`src/rtl/skew_feeder_if.sv`:
```
// Bundle of control, matrix inputs and skewed feed outputs for skew_feeder.
// The master drives the request side and the slave (the feeder) drives the feed lanes.
interface skew_feeder_if #(
  parameter int W = 32,
  parameter int N = 3
);
  logic             i_en;
  logic             i_start;
  logic             i_mode;
  logic [W*N*N-1:0] i_A;
  logic [W*N*N-1:0] i_B;
  logic [W*N-1:0]   o_A_in;
  logic [W*N-1:0]   o_B_in;
  logic             o_valid;
  logic             o_sync;
  logic             o_mode;
  logic             o_busy;
  logic             o_done;

  modport master (
    output i_en, i_start, i_mode, i_A, i_B,
    input  o_A_in, o_B_in, o_valid, o_sync, o_mode, o_busy, o_done
  );

  modport slave (
    input  i_en, i_start, i_mode, i_A, i_B,
    output o_A_in, o_B_in, o_valid, o_sync, o_mode, o_busy, o_done
  );
endinterface

```
`src/rtl/skew_feeder.sv`:
```
// Feeds a captured A/B matrix pair into a systolic array as diagonally skewed
// row/column lanes, then drains and pulses done.
module skew_feeder #(
  parameter int W     = 32,
  parameter int N     = 3,
  parameter int DRAIN = 3
) (
  input  logic          i_clk,
  input  logic          i_rst_n,
  skew_feeder_if.slave  bus
);
  localparam int TW        = $clog2(2*N-1+DRAIN) + 1;
  localparam int FEED_LAST = 2*N - 2;

  typedef enum logic [1:0] {S_IDLE, S_FEED, S_DRAIN, S_DONE} state_t;

  state_t           state_reg, state_next;
  logic [TW-1:0]    t_reg, t_next;
  logic [W*N*N-1:0] a_cap_reg, a_cap_next;
  logic [W*N*N-1:0] b_cap_reg, b_cap_next;
  logic             mode_reg, mode_next;
  logic [W*N-1:0]   a_in_reg, b_in_reg;
  logic [W*N-1:0]   a_feed, b_feed;
  logic             feed_next;

  always_comb begin
    state_next = state_reg;
    t_next     = t_reg;
    a_cap_next = a_cap_reg;
    b_cap_next = b_cap_reg;
    mode_next  = mode_reg;
    if (bus.i_en) begin
      case (state_reg)
        S_IDLE: begin
          if (bus.i_start) begin
            a_cap_next = bus.i_A;
            b_cap_next = bus.i_B;
            mode_next  = bus.i_mode;
            t_next     = '0;
            state_next = S_FEED;
          end
        end
        S_FEED: begin
          if (t_reg == TW'(FEED_LAST)) begin
            t_next     = '0;
            state_next = S_DRAIN;
          end else begin
            t_next = t_reg + TW'(1);
          end
        end
        S_DRAIN: begin
          if (t_reg == TW'(DRAIN-1)) begin
            t_next     = '0;
            state_next = S_DONE;
          end else begin
            t_next = t_reg + TW'(1);
          end
        end
        S_DONE:  state_next = S_IDLE;
        default: state_next = S_IDLE;
      endcase
    end
  end

  // Lanes are computed for the step being entered, from the capture mux, so the
  // first FEED cycle already shows data captured on the same edge.
  assign feed_next = (state_next == S_FEED);

  for (genvar gi = 0; gi < N; gi++) begin : g_lane
    logic [TW-1:0] k;
    logic          in_win;
    assign k      = t_next - TW'(gi);
    assign in_win = feed_next && (t_next >= TW'(gi)) && (k < TW'(N));
    assign a_feed[gi*W +: W] = in_win ? a_cap_next[(gi*N + int'(k))*W +: W] : '0;
    assign b_feed[gi*W +: W] = in_win ? b_cap_next[(int'(k)*N + gi)*W +: W] : '0;
  end

  always_ff @(posedge i_clk or negedge i_rst_n) begin
    if (!i_rst_n) begin
      state_reg <= S_IDLE;
      t_reg     <= '0;
      a_cap_reg <= '0;
      b_cap_reg <= '0;
      mode_reg  <= 1'b0;
      a_in_reg  <= '0;
      b_in_reg  <= '0;
    end else begin
      state_reg <= state_next;
      t_reg     <= t_next;
      a_cap_reg <= a_cap_next;
      b_cap_reg <= b_cap_next;
      mode_reg  <= mode_next;
      if (bus.i_en) begin
        a_in_reg <= a_feed;
        b_in_reg <= b_feed;
      end
    end
  end

  // sync and done decode held registers, so a stall stretches them without
  // creating a second enabled occurrence.
  assign bus.o_A_in  = a_in_reg;
  assign bus.o_B_in  = b_in_reg;
  assign bus.o_valid = (state_reg == S_FEED) && bus.i_en;
  assign bus.o_sync  = (state_reg == S_FEED) && (t_reg == '0);
  assign bus.o_busy  = (state_reg != S_IDLE);
  assign bus.o_done  = (state_reg == S_DONE);
  assign bus.o_mode  = mode_reg;
endmodule

```
`src/flat_wrapper.sv`:
```
// flat-port wrapper written by rule: the top's interface ports become plain ports
module skew_feeder_flat 
#(
  parameter int W     = 32,
  parameter int N     = 3,
  parameter int DRAIN = 3
)
  (i_clk, i_rst_n, bus_i_en, bus_i_start, bus_i_mode, bus_i_A, bus_i_B, bus_o_A_in, bus_o_B_in, bus_o_valid, bus_o_sync, bus_o_mode, bus_o_busy, bus_o_done);
  skew_feeder_if #(.W(W), .N(N)) bus_i ();
  input  logic i_clk;
  input  logic i_rst_n;
  input wire logic [$bits(bus_i.i_en)-1:0] bus_i_en;
  input wire logic [$bits(bus_i.i_start)-1:0] bus_i_start;
  input wire logic [$bits(bus_i.i_mode)-1:0] bus_i_mode;
  input wire logic [$bits(bus_i.i_A)-1:0] bus_i_A;
  input wire logic [$bits(bus_i.i_B)-1:0] bus_i_B;
  output wire logic [$bits(bus_i.o_A_in)-1:0] bus_o_A_in;
  output wire logic [$bits(bus_i.o_B_in)-1:0] bus_o_B_in;
  output wire logic [$bits(bus_i.o_valid)-1:0] bus_o_valid;
  output wire logic [$bits(bus_i.o_sync)-1:0] bus_o_sync;
  output wire logic [$bits(bus_i.o_mode)-1:0] bus_o_mode;
  output wire logic [$bits(bus_i.o_busy)-1:0] bus_o_busy;
  output wire logic [$bits(bus_i.o_done)-1:0] bus_o_done;
  assign bus_i.i_en = bus_i_en;
  assign bus_i.i_start = bus_i_start;
  assign bus_i.i_mode = bus_i_mode;
  assign bus_i.i_A = bus_i_A;
  assign bus_i.i_B = bus_i_B;
  assign bus_o_A_in = bus_i.o_A_in;
  assign bus_o_B_in = bus_i.o_B_in;
  assign bus_o_valid = bus_i.o_valid;
  assign bus_o_sync = bus_i.o_sync;
  assign bus_o_mode = bus_i.o_mode;
  assign bus_o_busy = bus_i.o_busy;
  assign bus_o_done = bus_i.o_done;
  skew_feeder #(.W(W), .N(N), .DRAIN(DRAIN)) u_core (.i_clk(i_clk), .i_rst_n(i_rst_n), .bus(bus_i));
endmodule
```
`config.mk`:
```
export PLATFORM = sky130hd
export DESIGN_NAME = skew_feeder_flat
export DESIGN_NICKNAME = d
export VERILOG_FILES = /design/src/rtl/skew_feeder_if.sv /design/src/rtl/skew_feeder.sv /design/src/flat_wrapper.sv
export SDC_FILE = /design/constraint.sdc
export NUM_CORES = 2
export LEC_CHECK = 0
export CELL_PAD_IN_SITES_DETAIL_PLACEMENT = 0
export CELL_PAD_IN_SITES_GLOBAL_PLACEMENT = 2
export CORE_AREA = 2 2 311 313
export DETAILED_ROUTE_END_ITERATION = 12
export DIE_AREA = 0 0 313 315
export DONT_BUFFER_PORTS = 1
export GPL_ROUTABILITY_DRIVEN = 0
export PLACE_DENSITY = 0.85
export SLEW_MARGIN = 10
export SYNTH_ARGS = -nofsm -noshare
export SYNTH_HDL_FRONTEND = slang
export SYNTH_SLANG_ARGS = --single-unit
```
`constraint.sdc`:
```
create_clock -name i_clk -period 8.05 [get_ports i_clk]
set_clock_uncertainty 0.1 [all_clocks]
set_input_delay 1.2075 -clock i_clk [delete_from_list [all_inputs] [get_ports i_clk]]
set_output_delay 1.2075 -clock i_clk [all_outputs]
set_load 0.05 [all_outputs]
```
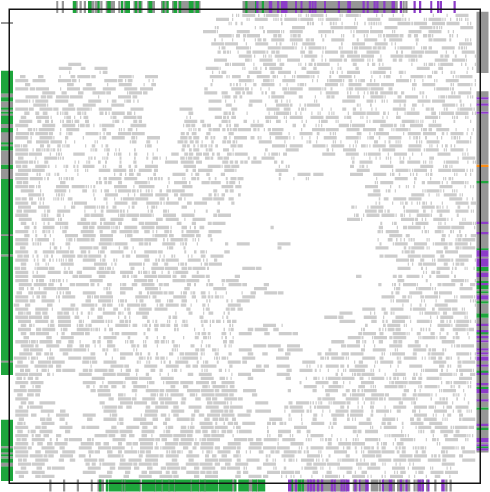
(pin map)
Drawn at 1.5 px/um. Pins as bars across the die edge, other pins in gray.
color	port	pins	direction	edge
green	bus_i_B	288	input	144 left, 99 bottom, 28 top, 17 right
orange	bus_i_mode	1	input	right
purple	bus_o_A_in	96	output	36 right, 31 top, 29 bottom
all pins by edge	208 bottom, 207 right, 183 top, 180 left
Die Wd: 313 um
Port Buf Inserts: 0
Die Ht: 315 um

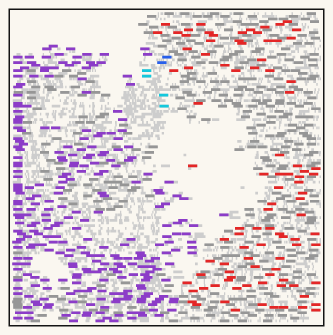
(register map, names as in the netlist)
Drawn at 1 px/um.
color	name in the netlist	placed flops
purple	u_core.b_cap_reg	288
red	u_core.bus.o_A_in	96
cyan	u_core.t_reg	4
blue	u_core.state_reg	2
sequential cell area share: 0.462
sequential cell area: 19400 um^2

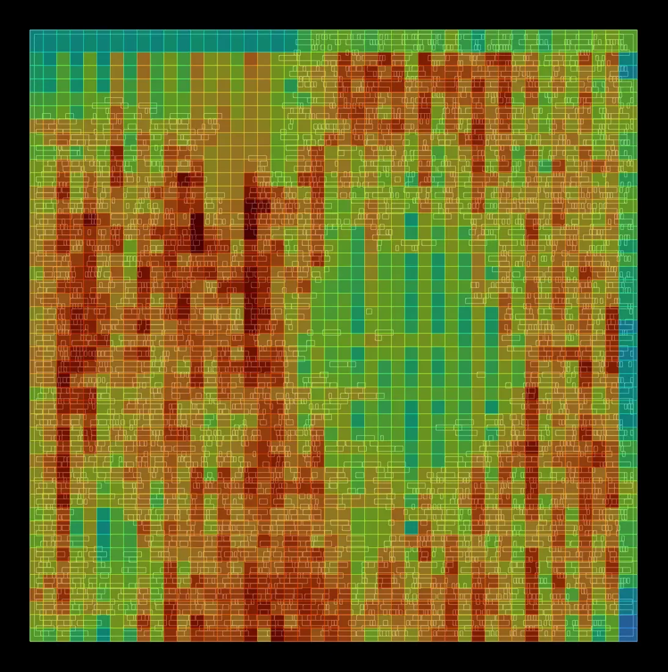
(congestion heat map)
GR met3 Demand/Resource: 0.0886
grt met1 use: 0.324
gr usage total: 0.297
busiest layer in global routing: met2

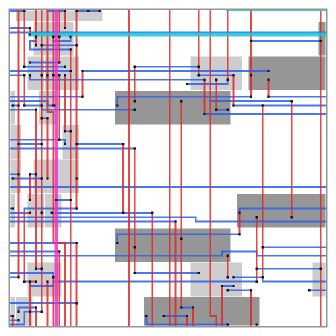
(layout detail)
Region (144, 82) to (169, 107) um. Cells in gray, sequential cells in the stronger gray; small squares are vias.
color	layer
cyan	metal 3
red	metal 2
blue	metal 1
magenta	metal 4
cells with their middle in the window	18
most frequent	nor2_1 (5), dfrtp_1 (5)
netlist names of flops here include	u_core.b_cap_reg (5)
sequential cells in the window	5

==> GITHUB_STEP_SUMMARY <==
## Synthesis and layout report

| Metric | Value |
|---|---|
| Ys async rst share | 1.00 |
| Run status | complete, but fails checks |
| Primary FF master, synth | dfrtp_1 |
| Yosys warnings | 0 |
| Yosys cell count | roughly 3900 |
| Cts hold-fix bufs | 0 |
| Worst r2r dst | u_core.bus.o_B_in[80] |
| Slew Viols, Final | about 460 |
| Hold/Removal Path Class | input pin to asynchronous set/reset pin |
| Crit Path Max Fanout | 17 |
| # rows | ~110 |
| DRC errors left | 0 |
| Required time worst endpoint | about 8.5 ns |
| M1 WL | approximately 53 mm |
| Cell count after synthesis | just under 4000 |
| Post-Syn Area | 37800 um^2 |
| Xor and xnor area share after synthesis | 0.00328 |
| Ratio of cells with drive above 1 in the final layout | 0.152 |
| Worst r2r path cells | 15 |
| Worst Setup EP | u_core.bus.o_B_in[80] |
| R2R setup slack | around 2.1 ns |
| Number of global-route vias before repair | about 29000 |
| Tool warnings | approximately 73 |
| Syn avg cell area | 9.80 um^2 |
| Layout net count | ~4300 |
| Cts repair resizes | 0 |
| Top delay family on crit path | simple AND/OR/NAND/NOR gates |
| Clock sink count | 775 |
| Postcts setup bufs | 0 |
| Layout Cells excl Fill | just over 5000 |
| Via total after detailed routing | around 29000 |
| Hold_ws | between 0.1 and 0.15 ns |
| Adder Share, Synth | 0.00682 |
| Setup TNS | 0 ns |
| Seq/Total Area, Yosys | 0.513 |
| Highest Signal Layer | met5 |
| Cell Type Count | 73 |
| Failing checks | slew limit |
==> cells in the final DEF, fill, tap and decap left out, types with 35 or more instances in the layout <==
cell	Yosys	routed
o2bb2ai_1	159	159
dfrtp_1	775	775
mux2_2	296	296
diode_2	0	46
nand2_1	946	945
mux2i_1	128	128
inv_1	137	136
nor2_1	292	288
or2_2	35	35
a31oi_1	64	64
o21ai_0	74	74
clkbuf_16	0	89
a21oi_1	115	115
nor3_1	109	109
==> per-stage QoR <==
stage	instance area (um^2)	setup slack, ns
floorplan	37800	1.61
global placement	38700	1.87
detailed placement	38700	1.83
CTS	41800	2.07
global route	41900	1.58
finish	41900	2.10
==> area by class of cell <==
| class | instances | area, um^2 | share of cell area |
|---|---|---|---|
| Antenna cell | 46 | 115 | 0.00274 |
| Clock buffer | 128 | 2600 | 0.0621 |
| Clock inverter | 36 | 563 | 0.0134 |
| Inverter | 142 | 548 | 0.0131 |
| Multi-Input combinational cell | 2645 | 16800 | 0.399 |
| Sequential cell | 775 | 19400 | 0.462 |
| Tap cell | 1276 | 1600 | 0.0381 |
| Timing Repair Buffer | 39 | 368 | 0.00877 |
==> Yosys cell counts (all sizes together) (34+ instances only) <==
cell     count  area (um^2)
nand2      946         3550
dfrtp      775        19400
nor3       110          556
o21ai       77          385
mux2i      128         1280
clkbuf     182          683
mux2       296         3330
nand3       35          175
o21a        34          257
or2         35          219
o2bb2ai    160         1410
a31oi       64          400
nor2       292         1100
a21oi      115          576
inv        142          533
buf        114          573
